===== src/rtl/bcd_countdown_timer_pkg.sv =====
// Shared types and constants for the two-digit BCD countdown timer.
// The package is combinational only, so it adds no latency and has no backpressure.
package bcd_timer_pkg;

  localparam int BCD_W = 4;
  localparam logic [BCD_W-1:0] DIGIT_MAX = 4'd9;

  typedef enum logic [1:0] {
    IDLE  = 2'd0,
    RUN   = 2'd1,
    PAUSE = 2'd2,
    DONE  = 2'd3
  } state_t;

  // Any nibble above 9 is not a BCD digit, so it saturates to 9.
  function automatic logic [BCD_W-1:0] clamp_digit(input logic [BCD_W-1:0] d);
    return (d > DIGIT_MAX) ? DIGIT_MAX : d;
  endfunction

endpackage


===== src/rtl/bcd_countdown_timer_if.sv =====
// Control and count bundle for bcd_countdown_timer.
// There is no latency or backpressure here; the master drives controls and the slave returns registered count/status.
interface bcd_countdown_timer_if;
  import bcd_timer_pkg::*;

  logic                 tick;
  logic                 load;
  logic [2*BCD_W-1:0]   load_val;
  logic                 start;
  logic                 pause;
  logic [BCD_W-1:0]     tens;
  logic [BCD_W-1:0]     ones;
  logic                 running;
  logic                 done;

  modport master (
    output tick, load, load_val, start, pause,
    input  tens, ones, running, done
  );

  modport slave (
    input  tick, load, load_val, start, pause,
    output tens, ones, running, done
  );

endinterface


===== src/rtl/bcd_countdown_timer_digit.sv =====
// Single BCD digit down-counter (9..0 wrap) with a synchronous load and a combinational borrow-out.
// Its state changes one edge after en/ld, and it has no backpressure.
module mod_10_down_counter
  import bcd_timer_pkg::*;
(
  input  logic             clk,
  input  logic             rst_n,
  input  logic             en,
  input  logic             ld,
  input  logic [BCD_W-1:0] d,
  output logic [BCD_W-1:0] q,
  output logic             bo
);

  assign bo = en & (q == '0);

  always_ff @(posedge clk or negedge rst_n) begin
    if (!rst_n) begin
      q <= '0;
    end else if (ld) begin
      q <= d;
    end else if (en) begin
      q <= (q == '0) ? DIGIT_MAX : q - BCD_W'(1);
    end
  end

endmodule


===== src/rtl/bcd_countdown_timer.sv =====
// Two-digit BCD countdown timer with load/start/pause control and a one-cycle done pulse when it reaches 00.
// Outputs change one edge after the qualifying input, and it has no backpressure.
module bcd_countdown_timer
  import bcd_timer_pkg::*;
(
  input  logic                   clk,
  input  logic                   rst_n,
  bcd_countdown_timer_if.slave   bus
);

  state_t           state_q;
  state_t           state_d;
  logic             dec_en;
  logic             done_q;
  logic             ones_bo;
  logic             tens_bo;
  logic [BCD_W-1:0] ones_q;
  logic [BCD_W-1:0] tens_q;
  logic             count_zero;
  logic             count_one;

  assign count_zero = (tens_q == '0) && (ones_q == '0);
  assign count_one  = (tens_q == '0) && (ones_q == BCD_W'(1));

  // Each input in priority order (load, start, pause, tick) masks everything below it, even when it has no effect in the current state.
  always_comb begin
    state_d = state_q;
    dec_en  = 1'b0;
    if (bus.load) begin
      state_d = IDLE;
    end else begin
      case (state_q)
        IDLE: begin
          if (bus.start) state_d = count_zero ? DONE : RUN;
        end
        RUN: begin
          if (!bus.start) begin
            if (bus.pause) begin
              state_d = PAUSE;
            end else if (bus.tick && !count_zero) begin
              dec_en = 1'b1;
              if (count_one) state_d = DONE;
            end
          end
        end
        PAUSE: begin
          if (bus.start) state_d = RUN;
        end
        default: begin
          state_d = state_q;
        end
      endcase
    end
  end

  always_ff @(posedge clk or negedge rst_n) begin
    if (!rst_n) begin
      state_q <= IDLE;
      done_q  <= 1'b0;
    end else begin
      state_q <= state_d;
      done_q  <= (state_d == DONE) && (state_q != DONE);
    end
  end

  mod_10_down_counter u_ones (
    .clk   (clk),
    .rst_n (rst_n),
    .en    (dec_en),
    .ld    (bus.load),
    .d     (clamp_digit(bus.load_val[BCD_W-1:0])),
    .q     (ones_q),
    .bo    (ones_bo)
  );

  mod_10_down_counter u_tens (
    .clk   (clk),
    .rst_n (rst_n),
    .en    (ones_bo & (state_q == RUN)),
    .ld    (bus.load),
    .d     (clamp_digit(bus.load_val[2*BCD_W-1:BCD_W])),
    .q     (tens_q),
    .bo    (tens_bo)
  );

  // The tens borrow is never consumed: the count stops at 00 and never wraps.
  logic unused_tens_bo;
  assign unused_tens_bo = tens_bo;

  assign bus.tens    = tens_q;
  assign bus.ones    = ones_q;
  assign bus.running = (state_q == RUN);
  assign bus.done    = done_q;

endmodule


===== src/flat_wrapper.sv =====
// flat-port wrapper written by rule: the top's interface ports become plain ports
module bcd_countdown_timer_flat import bcd_timer_pkg::*;
  (clk, rst_n, bus_tick, bus_load, bus_load_val, bus_start, bus_pause, bus_tens, bus_ones, bus_running, bus_done);
  bcd_countdown_timer_if bus_i ();
  input  logic clk;
  input  logic rst_n;
  input wire logic [$bits(bus_i.tick)-1:0] bus_tick;
  input wire logic [$bits(bus_i.load)-1:0] bus_load;
  input wire logic [$bits(bus_i.load_val)-1:0] bus_load_val;
  input wire logic [$bits(bus_i.start)-1:0] bus_start;
  input wire logic [$bits(bus_i.pause)-1:0] bus_pause;
  output wire logic [$bits(bus_i.tens)-1:0] bus_tens;
  output wire logic [$bits(bus_i.ones)-1:0] bus_ones;
  output wire logic [$bits(bus_i.running)-1:0] bus_running;
  output wire logic [$bits(bus_i.done)-1:0] bus_done;
  assign bus_i.tick = bus_tick;
  assign bus_i.load = bus_load;
  assign bus_i.load_val = bus_load_val;
  assign bus_i.start = bus_start;
  assign bus_i.pause = bus_pause;
  assign bus_tens = bus_i.tens;
  assign bus_ones = bus_i.ones;
  assign bus_running = bus_i.running;
  assign bus_done = bus_i.done;
  bcd_countdown_timer u_core (.clk(clk), .rst_n(rst_n), .bus(bus_i));
endmodule

===== config.mk =====
export PLATFORM = sky130hd
export DESIGN_NAME = bcd_countdown_timer_flat
export DESIGN_NICKNAME = d
export VERILOG_FILES = /design/src/rtl/bcd_countdown_timer_pkg.sv /design/src/rtl/bcd_countdown_timer_if.sv /design/src/rtl/bcd_countdown_timer_digit.sv /design/src/rtl/bcd_countdown_timer.sv /design/src/flat_wrapper.sv
export SDC_FILE = /design/constraint.sdc
export NUM_CORES = 1
export LEC_CHECK = 0
export CORE_UTILIZATION = 35
export DETAILED_ROUTE_END_ITERATION = 8
export SYNTH_ARGS = -nofsm -noshare
export SYNTH_HDL_FRONTEND = slang
export SYNTH_HIERARCHICAL = 1
export SYNTH_SLANG_ARGS = --single-unit

===== constraint.sdc =====
create_clock -name clk -period 2.5 [get_ports clk]
set_input_delay 0.375 -clock clk [delete_from_list [all_inputs] [get_ports clk]]
set_output_delay 0.375 -clock clk [all_outputs]
set_load 0.02 [all_outputs]

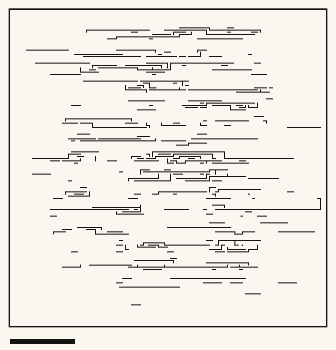
**Above:** run 1 (met1 routing).
Scale bar: 10 um.
share of all routed wire: 48%
nets with wire on the layer: 103
longest straight run: 16.1 um
wire length on this layer: 773 um
main direction: horizontal

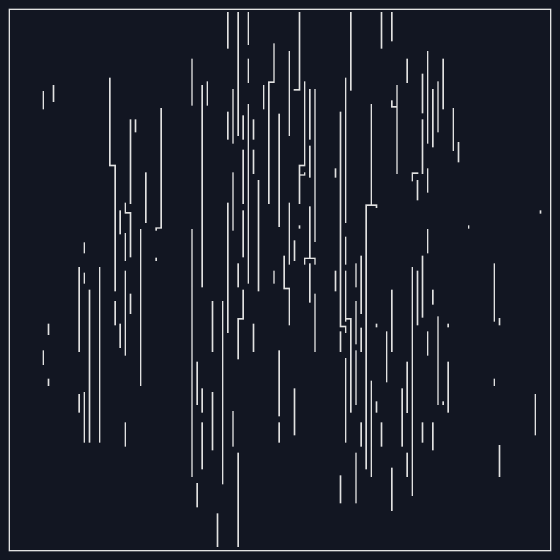
**Above:** run 1 (signal wires on met2).
main direction: vertical
longest straight run: 23.6 um
share of all routed wire: 45%
wire length on this layer: 728 um

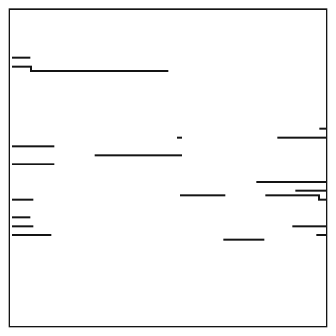
**Above:** run 1 (met3 routing).
share of all routed wire: 7.2%
longest straight run: 20.9 um
main direction: horizontal

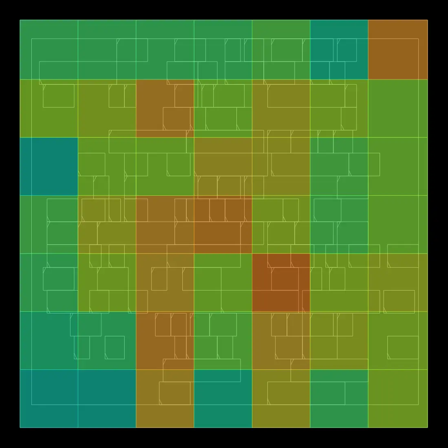
**Above:** run 1 (routing congestion map).
Total GRT Usage: 0.1615
GR met1 Demand/Resource: 0.2087

==> results.cfg, run 1 <==
; implementation run metrics
[status]
status = finished, final reports clean

[final_timing]
timing.final.ws_setup_ns = 0.3006
fin_crit_ns = 2.199
relSlewSlack = 0.6573
rsz0062_at_grt = false
fin_skew_ns = 0.003523
finalSetupTns_ns = 0
max_freq_mhz = 454.7
setup_viol = 0
fin_hold_ws_ns = 0.4398
tightest_slew_ns = 0.5124
final-hold-violation-count = 0
slew_viol_final = 0
fin_crit_sh = 0.8798

[setup_path]
endpoint = u_core/u_tens/q[2]
crit_top_cell = nor3b_2
cp_slowest_cell = clkdlybuf4s50_1
r2r-start = u_core/state_q[1]
worstReg2RegEnd = u_core/u_tens/q[2]
r2r_slack_ns = 0.40
startpoint_type = input port
path_buffers = 1
crit_path_cell_trace = clkdlybuf4s50_1 -> nor3b_2 -> nand2_1 -> a21oi_1 -> nor4b_4 -> nor2b_1 -> and2_1 -> nor3b_2 -> mux2i_1 -> o21ai_0
setup.worst_path.start = bus_start
crit_path_end_kind = flop
crit_type = in2reg
slowest_delay_ns = 0.46
worstPathMaxFanout = 3
path_delay_family = simple AND/OR/NAND/NOR gates
path_depth = 10
cp.arrival_ns = 2.36

[final_layout]
fin_nets = 122
stdcell_count = 134
syn2layout_area_growth_pct = 41.39
stdcell_area_sq_mm = 0.001069
layout_top_cell = clkdlybuf4s50_1
num_antenna_cells = 0
lay_top_cells = 23 x clkdlybuf4s50_1, 11 x dfrtp_1, 10 x o21ai_0
drive_gt1_frac = 0.1682
post-route-util = 0.5338

[synth]
syn_area_per_cell_sq_um = 9.689
ys_warn_count = 6
syn_inst = 78
synth_nets = 92
syn_area_sq_um = 755.7

[route]
met3_length_um = 117
top_layer_used = met4
route.detailed.drc = 0
drtAntennaViolNets = 0
wl_um = 1627
dr.pass1.iters = 4
vias = 664
routedWlPerCell_um = 12.14
viasPerCell = 4.955
dr.first_iter.drc_count = 3
met2WireLength_um = 727
wl_met1_um = 773

[floorplan]
fp-utilization = 0.3775
chipArea_sq_mm = 0.002349
row_count = 16
core-area_sq_mm = 0.002002
die_w_um = 48.47
ios = 24
die_h_um = 48.47

[pwr]
fin_total_pwr_w = 0.0004662
vdd_ir_drop_max_uv = 253.4
power_density_mw_per_mm2 = 436.3
p_leak_nw = 0.3888

[global_routing]
first_global_vias = 645
met3_usage = 0.06604
grt_overflow = 0
grt_pass1_wl_um = 2925
grt_max_degree = 19
antenna_found_initial = 0
grt_use_met2 = 0.2488

[clocking]
postCtsSetupBuffers = 0
cts_hold_buf = 0
cts_resized = 0
cts_root_buffer = clkbuf_4
cts_tree = yes
insertion_delay_ns = 0.27
clk_pin_slew_ns = 0.07
cts_buffers = 3
cts-htree-levels = 1
cts.sinks = 11

[place]
dpl_cell_area_sq_mm = 0.001042
hpwl_um = 1245
portBuffers = 23
pre_cts_ws_ns = 0.02124
gp_congestion = 0.7093
placedCellCount = 130

[hold_path]
hold_path.class = in2async

[job]
max-cap-violations = 0
warning_count = 26
[run 1: layout make-up]
| class | count | area, sq um |
|---|---|---|
| Clock buffer | 4 | 26.28 |
| Tap cell | 27 | 33.78 |
| Multi-Input combinational cell | 63 | 465.4 |
| Sequential cell | 11 | 275.3 |
| Timing Repair Buffer | 27 | 260.3 |
| Inverter | 2 | 7.507 |
| Fill cell | 193 | 933.4 |
[run 1: power breakdown]
part	leakage, nW	switching (W)	total [W]	internal, W
Clock	0.0150	0.0000630	0.000125	0.0000618
Combinational	0.236	0.0000511	0.000119	0.0000676
Sequential	0.138	0.0000319	0.000223	0.000191
[run 1: state kept, by name, summed over array words and instances, names as in the netlist]
signal	cells
u_core/bus.done	1
u_core/u_tens/q	4
u_core/u_ones/q	4
u_core/state_q	2
==> run 2, diff against run 1 <==
--- a/config.mk
+++ b/config.mk
@@ -7,6 +7,7 @@
 export LEC_CHECK = 0
 export CORE_UTILIZATION = 35
 export DETAILED_ROUTE_END_ITERATION = 8
+export SETUP_SLACK_MARGIN = 0.02
 export SYNTH_ARGS = -nofsm -noshare
 export SYNTH_HDL_FRONTEND = slang
 export SYNTH_HIERARCHICAL = 1
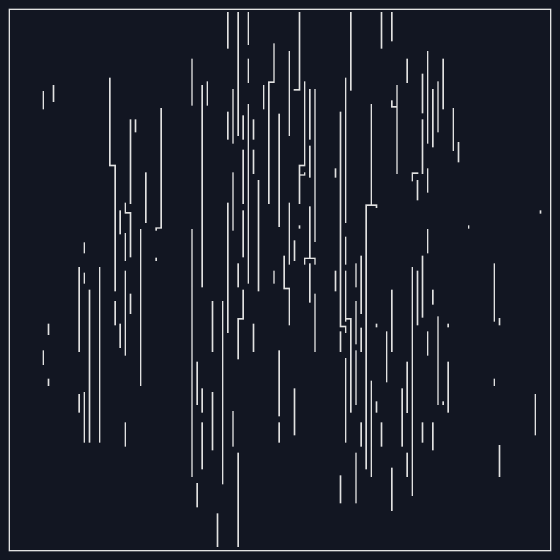
**Above:** run 2 (signal wires on met2).
main direction: vertical
nets with wire on the layer: 101
longest straight run: 23.6 um
share of all routed wire: 45%

==> run 2 against run 1 <==
First-iteration DRC count unchanged; combinational power about the same; core utilization unchanged; critical path type unchanged; final cell count unchanged; power unchanged; via count unchanged; largest cell class unchanged; clock skew unchanged.
==> results.cfg, run 2 <==
; implementation run metrics
[status]
status = finished, final reports clean

[final_layout]
post-route-util = 0.5338
fin_nets = 122
stdcell_count = 134
drive_gt1_frac = 0.1682
top_regs = u_core/u_ones/q: 4 flops, u_core/u_tens/q: 4 flops, u_core/state_q: 2 flops
layout_top_cell = clkdlybuf4s50_1
num_antenna_cells = 0
lay_top_cells = 23 x clkdlybuf4s50_1, 11 x dfrtp_1, 10 x o21ai_0

[final_timing]
relSlewSlack = 0.6573
final-hold-violation-count = 0
fin_hold_ws_ns = 0.4398
fin_crit_sh = 0.8798
setup_viol = 0
fin_crit_ns = 2.199
fin_skew_ns = 0.003523
tightest_slew_ns = 0.5124
slew_viol_final = 0

[synth]
synth_nets = 92
syn_area_per_cell_sq_um = 9.689
syn_inst = 78

[place]
dpl_cell_area_sq_mm = 0.001042
gp_congestion = 0.7093
placedCellCount = 130
portBuffers = 23

[global_routing]
grt_use_met2 = 0.2488
grt_pass1_wl_um = 2925
track_usage = 0.1615
grt_overflow = 0
use_met1 = 0.2087
grt_max_degree = 19
first_global_vias = 645
antenna_found_initial = 0

[pwr]
p_clk_w = 0.000125
clock_power_share = 0.268
vdd_ir_drop_max_uv = 253.4
seq_power_share = 0.478
maxPowerGroup = registers
p_int_w = 0.0003202
power_density_mw_per_mm2 = 436.3
comb_power_w = 0.000119

[setup_path]
crit_path_end_kind = flop
cp.arrival_ns = 2.36
setup.worst_path.start = bus_start
r2r-start = u_core/state_q[1]
r2r_slack_ns = 0.40
crit_type = in2reg
worstPathMaxFanout = 3

[floorplan]
chipArea_sq_mm = 0.002349
die_w_um = 48.47
die_h_um = 48.47
row_count = 16

[job]
warning_count = 26

[clocking]
cts-htree-levels = 1
cts.sinks = 11
cts_resized = 0
postCtsSetupBuffers = 0
cts_root_buffer = clkbuf_4
cts_buffers = 3
cts_tree = yes

[hold_path]
hold_path.class = in2async

[route]
drtAntennaViolNets = 0
dr.first_iter.drc_count = 3
wl_um = 1627
routedWlPerCell_um = 12.14
route.detailed.drc = 0
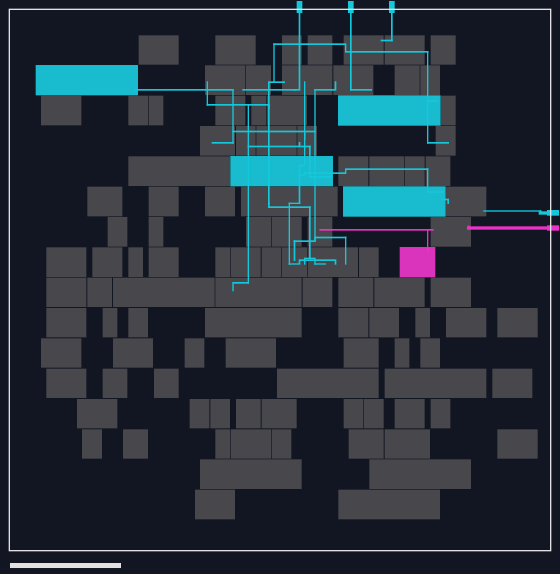
**Above:** run 2 (port wiring).
Scale bar: 10 um.
legend:
  cyan:
    port: `bus_tens`
    bits: 4
    direction: output
    end_cells: 4
    buffers: 4
    wire: 206 um
  magenta:
    port: `bus_running`
    bits: 1
    direction: output
    end_cells: 1
    buffers: 1
    wire: 19.5 um

## run 2: cell type report
class	count	area (sq um)
Fill cell	193	933.4
Inverter	2	7.507
Timing Repair Buffer	27	260.3
Sequential cell	11	275.3
Tap cell	27	33.78
Clock buffer	4	26.28
Multi-Input combinational cell	63	465.4
## run 2: critical path, stage by stage
cell and delay [ns]:
clkdlybuf4s50_1 0.46, nor3b_2 0.22, nand2_1 0.07, a21oi_1 0.17, nor4b_4 0.24, nor2b_1 0.15, and2_1 0.17, nor3b_2 0.22
mux2i_1 0.20, o21ai_0 0.08
## run 2: per-layer routing
layer,vias to the layer above,share of wire
li1,335,-
met1,305,0.48
met2,21,0.45
met3,3,0.072
met4,0,0.0049
met5,-,0
**Run 2: met3 routing**

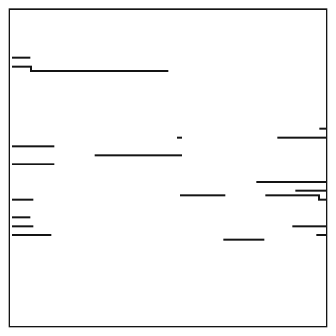

==> run 3, diff against run 2 <==
==> constraint.sdc (replaced) <==
create_clock -name clk -period 2.3 [get_ports clk]
set_input_delay 0.345 -clock clk [delete_from_list [all_inputs] [get_ports clk]]
set_output_delay 0.345 -clock clk [all_outputs]
set_load 0.02 [all_outputs]
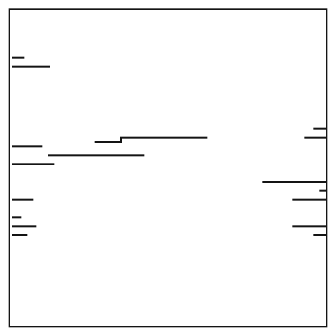
**Above:** run 3 (met3 routing).
share of all routed wire: 5.1%
nets with wire on the layer: 16
wire length on this layer: 85.5 um
main direction: horizontal
longest straight run: 14.5 um

==> run 3 against run 2 <==
Power rose by 12%; core utilization up 3.3 points; register-to-register slack got worse by 0.18 ns; critical path type unchanged; largest cell class unchanged; largest power group unchanged.
==> results.cfg, run 3 <==
; implementation run metrics
[clocking]
cts_hold_buf = 0
cts_resized = 0
insertion_delay_ns = 0.27
cts_root_buffer = clkbuf_4
postCtsSetupBuffers = 0
clk_pin_slew_ns = 0.07
cts.sinks = 11
cts_buffers = 3
cts-htree-levels = 1
cts_tree = yes

[setup_path]
slowest_delay_ns = 0.44
worstPathMaxFanout = 3
endpoint = u_core/u_tens/q[2]
worstReg2RegEnd = u_core/u_tens/q[2]
setup.worst_path.start = bus_start
r2r-start = u_core/state_q[1]
r2r_slack_ns = 0.22
crit_path_end_kind = flop
cp_slowest_cell = clkdlybuf4s50_1
crit_path_cell_trace = clkdlybuf4s50_1 -> nor3b_2 -> nand2_1 -> a21oi_2 -> nor4b_4 -> nor2b_2 -> and2_4 -> nor3b_4 -> mux2i_1 -> o21ai_0
cp.arrival_ns = 2.29
startpoint_type = input port
crit_type = in2reg

[global_routing]
met3_usage = 0.05031
grt_max_degree = 19
grt_pass1_wl_um = 2815
grt_overflow = 0
antenna_found_initial = 0
use_met1 = 0.1996
grt_use_met2 = 0.2512
track_usage = 0.1557
first_global_vias = 611

[final_timing]
fin_skew_ns = 0.003459
max_freq_mhz = 465.5
fin_crit_ns = 2.148
finalSetupTns_ns = 0
fin_hold_ws_ns = 0.4104
setup_viol = 0
fin_crit_sh = 0.9339
slew_viol_final = 0
tightest_slew_ns = 0.5167
relSlewSlack = 0.6544
rsz0062_at_grt = false
timing.final.ws_setup_ns = 0.1520

[final_layout]
syn2layout_area_growth_pct = 50.00
fin_nets = 128
stdcell_area_sq_mm = 0.001134
layout_top_cell = clkdlybuf4s50_1
lay_top_cells = 23 x clkdlybuf4s50_1, 11 x dfrtp_1, 10 x buf_4, 10 x o21ai_0, 7 x nand2_1
num_antenna_cells = 0
top_regs = u_core/u_ones/q: 4 flops, u_core/u_tens/q: 4 flops, u_core/state_q: 2 flops
stdcell_count = 140
post-route-util = 0.5663
drive_gt1_frac = 0.2478

[route]
routedWlPerCell_um = 12.04
dr.pass1.iters = 4
met3_length_um = 85
top_layer_used = met4
wl_met1_um = 830
route.detailed.drc = 0
viasPerCell = 4.836
drtAntennaViolNets = 0
wl_um = 1685
met2WireLength_um = 755
dr.first_iter.drc_count = 13
vias = 677

[floorplan]
die_h_um = 48.47
core-area_sq_mm = 0.002002
row_count = 16
die_w_um = 48.47
fp-utilization = 0.3775
chipArea_sq_mm = 0.002349

[place]
gp_congestion = 0.7587
portBuffers = 23
pre_cts_ws_ns = -0.1514
placedCellCount = 135
hpwl_um = 1275
dpl_cell_area_sq_mm = 0.001080

[job]
max-cap-violations = 0
warning_count = 26

[pwr]
p_leak_nw = 0.4249
fin_total_pwr_w = 0.0005206
vdd_ir_drop_max_uv = 294.7
power_density_mw_per_mm2 = 459.3

[synth]
ys_warn_count = 6
syn_area_per_cell_sq_um = 9.689
syn_inst = 78
syn_area_sq_um = 755.7
synth_nets = 92

[hold_path]
hold_path.class = in2async

[status]
status = finished, final reports clean
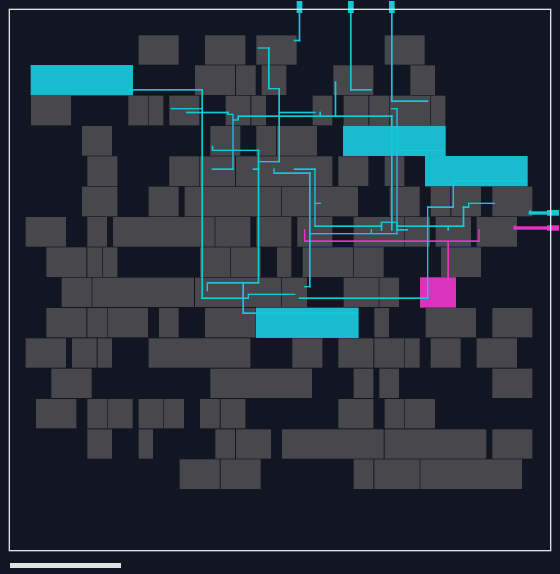
**Above:** run 3 (port wiring).
Scale bar: 10 um.
legend:
  cyan:
    port: `bus_tens`
    bits: 4
    direction: output
    end_cells: 4
    buffers: 6
    wire: 250 um
  magenta:
    port: `bus_running`
    bits: 1
    direction: output
    end_cells: 1
    buffers: 1
    wire: 24.6 um

## run 3: cell types whose count changed in the layout (fill, tap and decap cells not counted), sizes merged
cell	before	now
buf	4	10
## run 3: area by class of cell
type,instances,area (sq um)
fill,191,868.3
multi-input combinational,63,485.5
timing repair buffer,33,305.3
sequential,11,275.3
tap,27,33.78
clock buffer,4,26.28
inverter,2,7.507
## run 3: critical path: cells and delay by family
family | cells | cell delay [ns]
simple gates | 6 | 1.09
buf+inv | 1 | 0.44
compound gates | 2 | 0.24
mux | 1 | 0.19
## run 3: report_power, final
part           switching [W]  internal (W)  total (W)  leakage (nW)
clock network      0.0000672     0.0000672   0.000134        0.0150
logic              0.0000699     0.0000827   0.000153         0.272
registers          0.0000261      0.000208   0.000234         0.138
Power and IR drop assume default switching activity.
